--- config.mk ---
export PLATFORM = sky130hd
export DESIGN_NAME = msgpass_buff_wr_ctrl
export DESIGN_NICKNAME = d
export VERILOG_FILES = /design/src/rtl/msgpass_buff_wr_ctrl.sv
export SDC_FILE = /design/constraint.sdc
export NUM_CORES = 1
export LEC_CHECK = 0
export ABC_CLOCK_PERIOD_IN_PS = 3550
export CELL_PAD_IN_SITES_DETAIL_PLACEMENT = 0
export CELL_PAD_IN_SITES_GLOBAL_PLACEMENT = 1
export CORE_AREA = 2 2 128 130
export DETAILED_ROUTE_END_ITERATION = 10
export DIE_AREA = 0 0 130 132
export PLACE_DENSITY = 0.91
export RECOVER_POWER = 25
export SYNTH_ARGS = -nofsm -noshare
export SYNTH_HDL_FRONTEND = slang
export SYNTH_SLANG_ARGS = --single-unit
--- constraint.sdc ---
create_clock -name write_clk_i -period 3.55 [get_ports write_clk_i]
set_input_delay 0.355 -clock write_clk_i [delete_from_list [all_inputs] [get_ports write_clk_i]]
set_output_delay 0.355 -clock write_clk_i [all_outputs]
set_load 0.01 [all_outputs]
--- src/rtl/msgpass_buff_wr_ctrl.sv ---
// Write-side front end for the dual-port message-passing buffer.
// Two request streams (A, B) are turned into the buffer's registered,
// active-low write ports. Both ports never target one address in the same
// cycle: a same-address pair is either serialized (A, then B one cycle
// later) or merged (B only). Each such event bumps a saturating counter.
//
// Handshake: a request is taken on a rising edge where valid && ready.
// The requester holds valid, addr and data stable until that edge. Ready is
// combinational and is low while rst_i is high.

package msgPass_config_pkg;
  localparam int MSGPASS_BUFF_ADDR_WIDTH  = 8;
  localparam int MSGPASS_BUFF_RDATA_WIDTH = 32;
endpackage

module msgpass_buff_wr_ctrl #(
  parameter int ADDR_WIDTH      = msgPass_config_pkg::MSGPASS_BUFF_ADDR_WIDTH,
  parameter int DATA_WIDTH      = msgPass_config_pkg::MSGPASS_BUFF_RDATA_WIDTH,
  parameter int MERGE_SAME_ADDR = 0,
  parameter int CNT_WIDTH       = 16
) (
  input  logic                  write_clk_i,
  input  logic                  rst_i,
  input  logic                  req_valid_portA_i,
  input  logic                  req_valid_portB_i,
  output logic                  req_ready_portA_o,
  output logic                  req_ready_portB_o,
  input  logic [ADDR_WIDTH-1:0] req_addr_portA_i,
  input  logic [ADDR_WIDTH-1:0] req_addr_portB_i,
  input  logic [DATA_WIDTH-1:0] req_data_portA_i,
  input  logic [DATA_WIDTH-1:0] req_data_portB_i,
  output logic [ADDR_WIDTH-1:0] waddr_portA_o,
  output logic [ADDR_WIDTH-1:0] waddr_portB_o,
  output logic [DATA_WIDTH-1:0] wdata_portA_o,
  output logic [DATA_WIDTH-1:0] wdata_portB_o,
  output logic                  wen_portA_o,
  output logic                  wen_portB_o,
  output logic [CNT_WIDTH-1:0]  conflict_cnt_o,
  output logic                  busy_o
);

  localparam bit MERGE_EN = (MERGE_SAME_ADDR != 0);

  // Deferred port-B write (only used when same-address pairs are serialized).
  logic                  pend_valid;
  logic [ADDR_WIDTH-1:0] pend_addr;
  logic [DATA_WIDTH-1:0] pend_data;

  logic                  ready_a;
  logic                  ready_b;
  logic                  acc_a;
  logic                  acc_b;
  logic                  same_addr;
  logic                  issue_a;
  logic                  defer_b;

  logic [ADDR_WIDTH-1:0] waddr_a;
  logic [ADDR_WIDTH-1:0] waddr_b;
  logic [DATA_WIDTH-1:0] wdata_a;
  logic [DATA_WIDTH-1:0] wdata_b;
  logic                  wen_a;
  logic                  wen_b;
  logic [CNT_WIDTH-1:0]  conflict_cnt;

  // Acceptance and routing decisions for the upcoming edge. While a deferred
  // B is waiting, B is held off and an A to the same address is stalled one
  // cycle so it lands after the deferred B.
  always_comb begin
    ready_a   = !rst_i && !(pend_valid && req_valid_portA_i &&
                            (req_addr_portA_i == pend_addr));
    ready_b   = !rst_i && !pend_valid;
    acc_a     = req_valid_portA_i && ready_a;
    acc_b     = req_valid_portB_i && ready_b;
    same_addr = acc_a && acc_b && (req_addr_portA_i == req_addr_portB_i);
    issue_a   = acc_a && !(same_addr && MERGE_EN);
    defer_b   = same_addr && !MERGE_EN;
  end

  // Registered write ports plus the single-entry deferral register.
  always_ff @(posedge write_clk_i) begin
    if (rst_i) begin
      wen_a      <= 1'b1;
      wen_b      <= 1'b1;
      waddr_a    <= '0;
      waddr_b    <= '0;
      wdata_a    <= '0;
      wdata_b    <= '0;
      pend_valid <= 1'b0;
      pend_addr  <= '0;
      pend_data  <= '0;
    end else begin
      wen_a <= 1'b1;
      wen_b <= 1'b1;
      if (issue_a) begin
        wen_a   <= 1'b0;
        waddr_a <= req_addr_portA_i;
        wdata_a <= req_data_portA_i;
      end
      if (pend_valid) begin
        wen_b   <= 1'b0;
        waddr_b <= pend_addr;
        wdata_b <= pend_data;
      end else if (acc_b && !defer_b) begin
        wen_b   <= 1'b0;
        waddr_b <= req_addr_portB_i;
        wdata_b <= req_data_portB_i;
      end
      pend_valid <= defer_b;
      if (defer_b) begin
        pend_addr <= req_addr_portB_i;
        pend_data <= req_data_portB_i;
      end
    end
  end

  // Saturating count of same-address pairs; sticks at all-ones.
  always_ff @(posedge write_clk_i) begin
    if (rst_i) begin
      conflict_cnt <= '0;
    end else if (same_addr && (conflict_cnt != '1)) begin
      conflict_cnt <= conflict_cnt + 1'b1;
    end
  end

  assign req_ready_portA_o = ready_a;
  assign req_ready_portB_o = ready_b;
  assign waddr_portA_o     = waddr_a;
  assign waddr_portB_o     = waddr_b;
  assign wdata_portA_o     = wdata_a;
  assign wdata_portB_o     = wdata_b;
  assign wen_portA_o       = wen_a;
  assign wen_portB_o       = wen_b;
  assign conflict_cnt_o    = conflict_cnt;
  assign busy_o            = pend_valid;

endmodule

==> job_summary.md, run 1 <==
### Yosys + OpenROAD results

| Metric | Value |
|---|---|
| Seq pwr share | `0.435` |
| Clock Power Share | `0.452` |
| Seq pwr | `0.00165 W` |
| Peak supply drop | `about 0.32 mV` |
| Fin util | `0.528` |
| Final #Nets | `881` |
| Crit path depth | `6` |
| Top-level I/O count | `185` |
| Clk root buf | `clkbuf_16` |
| # rows | `46` |
| DP Worst Slack | `0.575 ns` |
| Antenna diode count | `0` |
| # hold bufs at CTS | `0` |
| Die x size | `130 um` |
| Gpl congestion | `0.750` |
| Worst-Margin Slew | `0.926 ns` |
| Final Cell Area | `8300 um^2` |
| Drc violations | `0` |
| Seq share, synth | `0.486` |
| Clock buf count | `17` |
| Most numerous logic cell after layout | `dfxtp_1` |
| Net Sw Frac | `0.238` |
| CTS clock-pin slew for the worst setup and hold paths | `0.06 ns` |
| Comb. pwr | `roughly 0.00043 W` |
| Taps Inserted | `~220` |
| Comb_multi_in | `441` |
| Tool warnings | `26` |
| CP Buf/Inv Count | `2` |
| Yosys chip area | `~5700 um^2` |
| Port Buf Inserts | `184` |
| Area growth from synthesis to layout | `45.0%` |
| Max H-tree Level | `4` |
| Hold WC Path Type | `in2reg` |
| Post-layout period usage of the worst path | `0.739` |
| CTS Sinks | `139` |
| Status | `complete, no violations` |
| Detailed Route WL | `14.6 mm` |
| Antenna violations before repair | `0` |
| CTS tree | `built` |
| Fillcell total | `between 1000 and 1500` |
| Combinational share of power | `0.112` |
| Max Root-Sink Buffers | `2` |
| Worst Clk Skew | `roughly 0.012 ns` |
| Crit path max-delay cell type | `dlygate4sd3_1` |
| Final setup margin | `0.928 ns` |
| Combinational share of cell area | `0.332` |
| Die ar. | `17200 um^2` |
| Post-synth top area cell | `dfxtp_1` |
| CTS resizes | `0` |
| Worst-path maximum fanout | `5` |
| Worst path cell trace | `dlygate4sd3_1 -> xnor2_1 -> nand4_1 -> nor4_1 -> nor2_1 -> clkdlybuf4s50_1` |
## run 1: per-layer routing
layer,track usage,part of all wire,wire length [um]
met5,0,0,0
met4,0.0711,0.019,277
met3,0.0605,0.070,1020
met1,0.234,0.47,6840
met2,0.258,0.44,6470
## run 1: kinds of logic after synthesis
kind of cell / after synthesis / share of synthesized area
AND/OR/NAND/NOR: 226 / 0.178
flip-flops: 139 / 0.486
AND-OR/OR-AND: 117 / 0.130
multiplexers: 81 / 0.142
buffers and inverters: 51 / 0.0369
XOR/XNOR: 16 / 0.0245
adder cells (fa/ha/maj): 1 / 0.00218
## run 1: state kept, by name (all words and copies together), names as in the netlist
name            cells
conflict_cnt_o     16
wdata_portA_o      32
wen_portA_o         1
pend_addr           8
waddr_portB_o       8
wen_portB_o         1
wdata_portB_o      32
waddr_portA_o       8
pend_data          32
busy_o              1
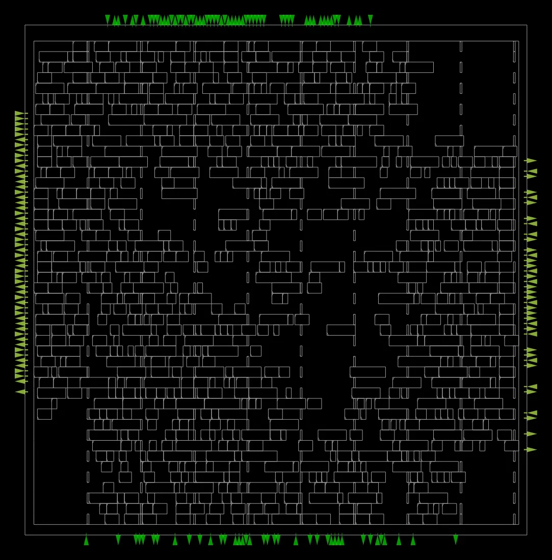
Figure 1: run 1, placed standard cells.
sequential share of cell area: 0.335
seq_cells: 139
Non-Filler Instances: 1025
core area: 15700 um^2

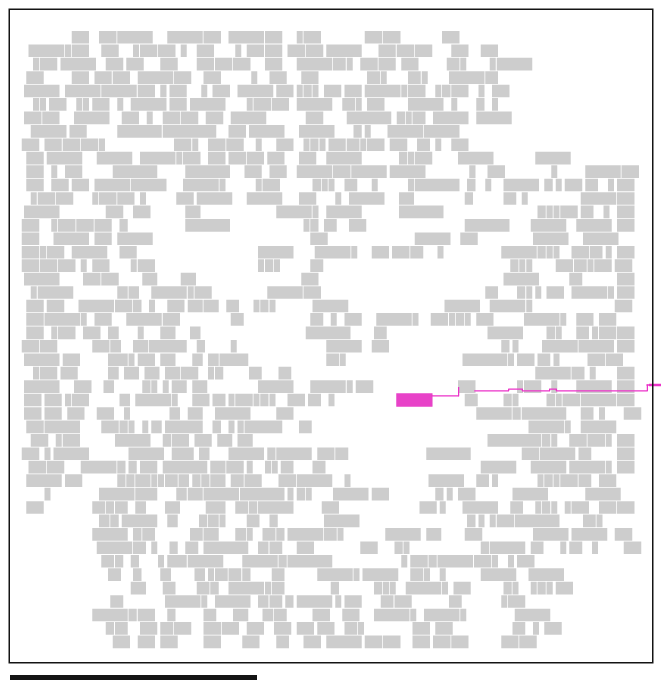
Figure 2: run 1, port wiring.
The bar under the picture is 50 um long.
`wen_portB_o` -> magenta  # bits 1, direction output, edge right, end cells 1, buffers 1, wire 45.0 um

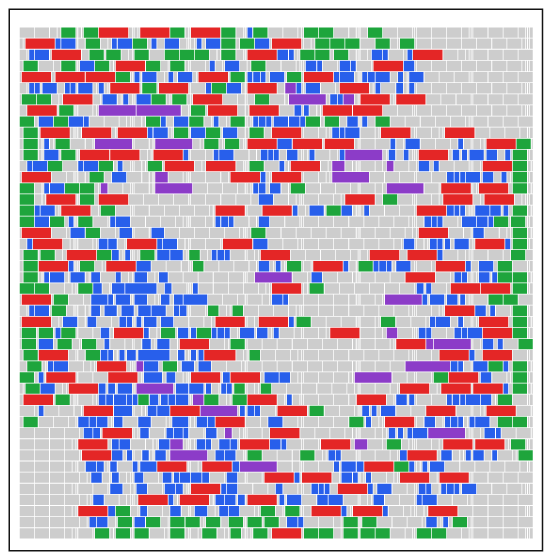
Figure 3: run 1, placement by cell class.
Fill, decap, tap and diode cells in gray.
clock drivers and dummy loads -> purple  # cells 32, share of their area 7.2%
remaining logic cells -> blue  # cells 446, share of their area 35%
remaining buffers and delay cells -> green  # cells 192, share of their area 24%
registers -> red  # cells 139, share of their area 35%

--- run 2 (diff from run 1) ---
Settings changed: ABC_CLOCK_PERIOD_IN_PS 3550 to 2360, CORE_AREA 2 2 128 130 to 2 2 139 141, DIE_AREA 0 0 130 132 to 0 0 141 143, PLACE_DENSITY 0.91 to 0.82.
Clock period 3.55 ns to 2.36 ns, I/O delays scaled along.
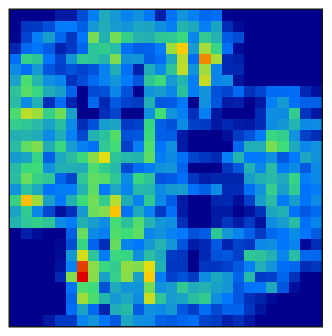
Figure 4: run 2, routed metal per tile.
28 x 29 tiles, from dark blue (low) to red (high), scaled to the fullest tile. Values are wire area over tile area, all layers added.
fullest tile = 0.50
densest ninth of the die = left middle
nearly empty tiles = 18%
mean over tiles = 0.12
emptiest ninth of the die = top right

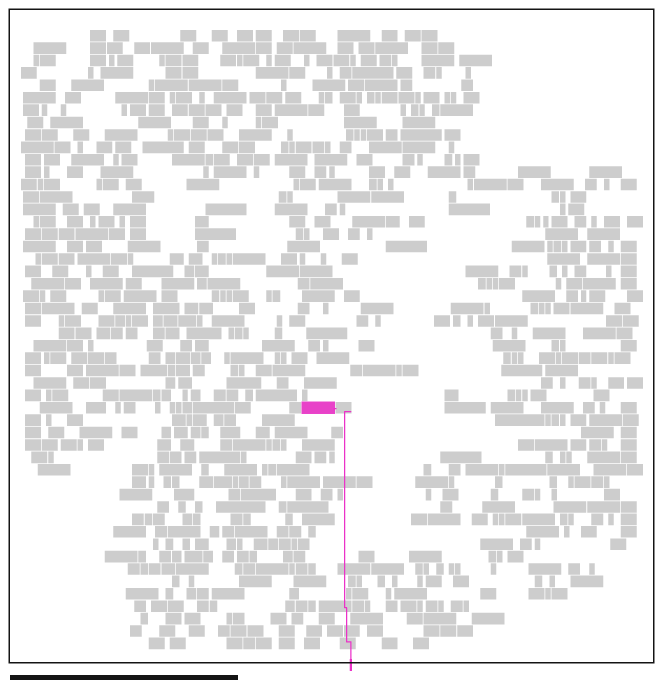
Figure 5: run 2, port wiring.
The bar under the picture is 50 um long.
`wen_portB_o` -> magenta  # bits 1, direction output, edge bottom, end cells 1, buffers 1, wire 58.1 um

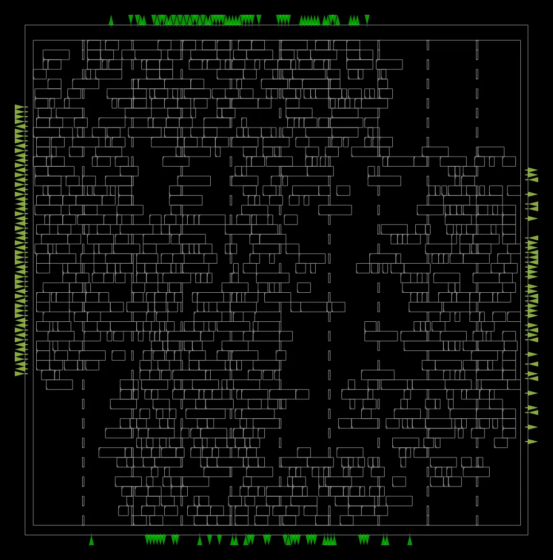
Figure 6: run 2, placed standard cells.
Taps Inserted: 234
# rows: 50
fin util: 0.462
fillcell total: 1772

==> job_summary.md, run 2 <==
### Yosys + OpenROAD results

| Metric | Value |
|---|---|
| Status | `complete, no violations` |
| Tool warnings | `26 (unchanged)` |
| Combinational share of power | `0.117 (+0.005)` |
| Simple share | `0.178 (unchanged)` |
| Die ar. | `20200 um^2 (+18%)` |
| Worst-path maximum fanout | `3 (-2)` |
| Max Root-Sink Buffers | `2 (unchanged)` |
| Port Buf Inserts | `184 (unchanged)` |
| CTS tree | `built` |
| M1 wire length | `7.12 mm (+4.0%)` |
| Drc violations | `0 (unchanged)` |
| Peak supply drop | `0.481 mV (+51%)` |
| Met2 Use GR | `0.248 (-0.00999)` |
| Net Sw Frac | `0.242 (+0.00415)` |
| # hold bufs at CTS | `0 (unchanged)` |
| Max H-tree Level | `4 (unchanged)` |
| AO/OA Area Share | `0.130 (unchanged)` |
| Worst path cell trace | `clkdlybuf4s50_1 -> buf_4 -> nor2b_1 -> a2111o_1 -> nor4_1 -> and4_1 -> mux2_2` |
| Core area | `18600 um^2 (+18%)` |
| Top Consumer | `the clock network` |
| Top layer in use | `met4` |
| CTS resizes | `0 (unchanged)` |
| Comb. pwr | `0.000676 W (+59%)` |
| Busiest grt layer | `met2` |
| CTS clock-pin slew for the worst setup and hold paths | `0.06 ns (about the same)` |
| Post-synth top area cell | `dfxtp_1` |
| Crit path max-delay cell type | `clkdlybuf4s50_1` |
| Detailed Route WL | `15.5 mm (+6.2%)` |
| CTS Sinks | `139 (unchanged)` |
| Hold WC Path Type | `in2reg` |
| Die x size | `141 um (+8.5%)` |
| Fmax | `~480 MHz` |
| CP Buf/Inv Count | `2 (unchanged)` |
| Seq pwr | `0.00248 W (+50%)` |
| Dominant flop cell | `dfxtp_1` |
| Met1 Usage GRT | `0.197 (-0.0371)` |
| Area growth from synthesis to layout | `50.0%` |
| GR Layer Usage met3 | `0.0577 (-0.00279)` |
| Seq pwr share | `0.427 (-0.008)` |
| Seq share, synth | `0.486 (unchanged)` |
| Antenna violations before repair | `0 (unchanged)` |
| Final #Nets | `902 (+2.4%)` |
| Adder Area Share | `0.00219 (unchanged)` |
| Worst-Margin Slew | `0.740 ns (-0.186 ns)` |
| Final setup margin | `0.277 ns (-0.651 ns)` |
| Antenna diode count | `0 (unchanged)` |
| MUX area fraction | `0.142 (unchanged)` |
| Distinct cells, synth | `38` |
| Dominant comb cell | `simple AND/OR/NAND/NOR gates` |
| Top-level I/O count | `185 (unchanged)` |
| Final Cell Area | `8590 um^2 (+3.5%)` |
| Pint | `roughly 0.0044 W` |
| Met2 wire length | `7.19 mm (+11%)` |
| Gpl congestion | `0.779 (+3.9%)` |
| Synth Area in XOR/XNOR | `0.0245 (unchanged)` |
| Syn Inst Count | `631` |
| Clk root buf | `clkbuf_16` |
| Most numerous logic cell after layout | `dfxtp_1` |
| Worst Clk Skew | `0.00732 ns (-0.00452 ns)` |
| Metal3 WL | `995 um (-2.7%)` |
| Clock Power Share | `0.456 (+0.004)` |
| Post-layout period usage of the worst path | `0.883` |
| DP Worst Slack | `-0.100 ns (-0.675 ns)` |
| Vias in the first global route | `4741` |
==> run 2: cell counts after synthesis <==
No cell type changed its count.
==> run 2: layout make-up <==
type	count	area, um^2
clock buffers	18	439
clock inverters	14	146
fillers	1772	9990
inverters	5	18.8
multi-input cells	441	2760
flip-flops and latches	139	2780
well taps	234	293
repair buffers	213	2150
==> run 2: final timing paths <==
check | from | endpoint | cells past startpoint
hold / removal | rst_i | conflict_cnt_o[5] | 2
setup reg to reg | conflict_cnt_o[11] | conflict_cnt_o[15] | 5
setup / recovery | req_addr_portB_i[7] | conflict_cnt_o[10] | 7
hold reg to reg | pend_data[25] | pend_data[25] | 2
==> run 2: through the flow <==
stage,cells,util
floorplan,631,-
global placement,1032,0.430
detailed placement,1032,0.430
CTS,1064,0.462
global route,1064,0.462
finish,1064,0.462
Power and IR drop assume default switching activity.
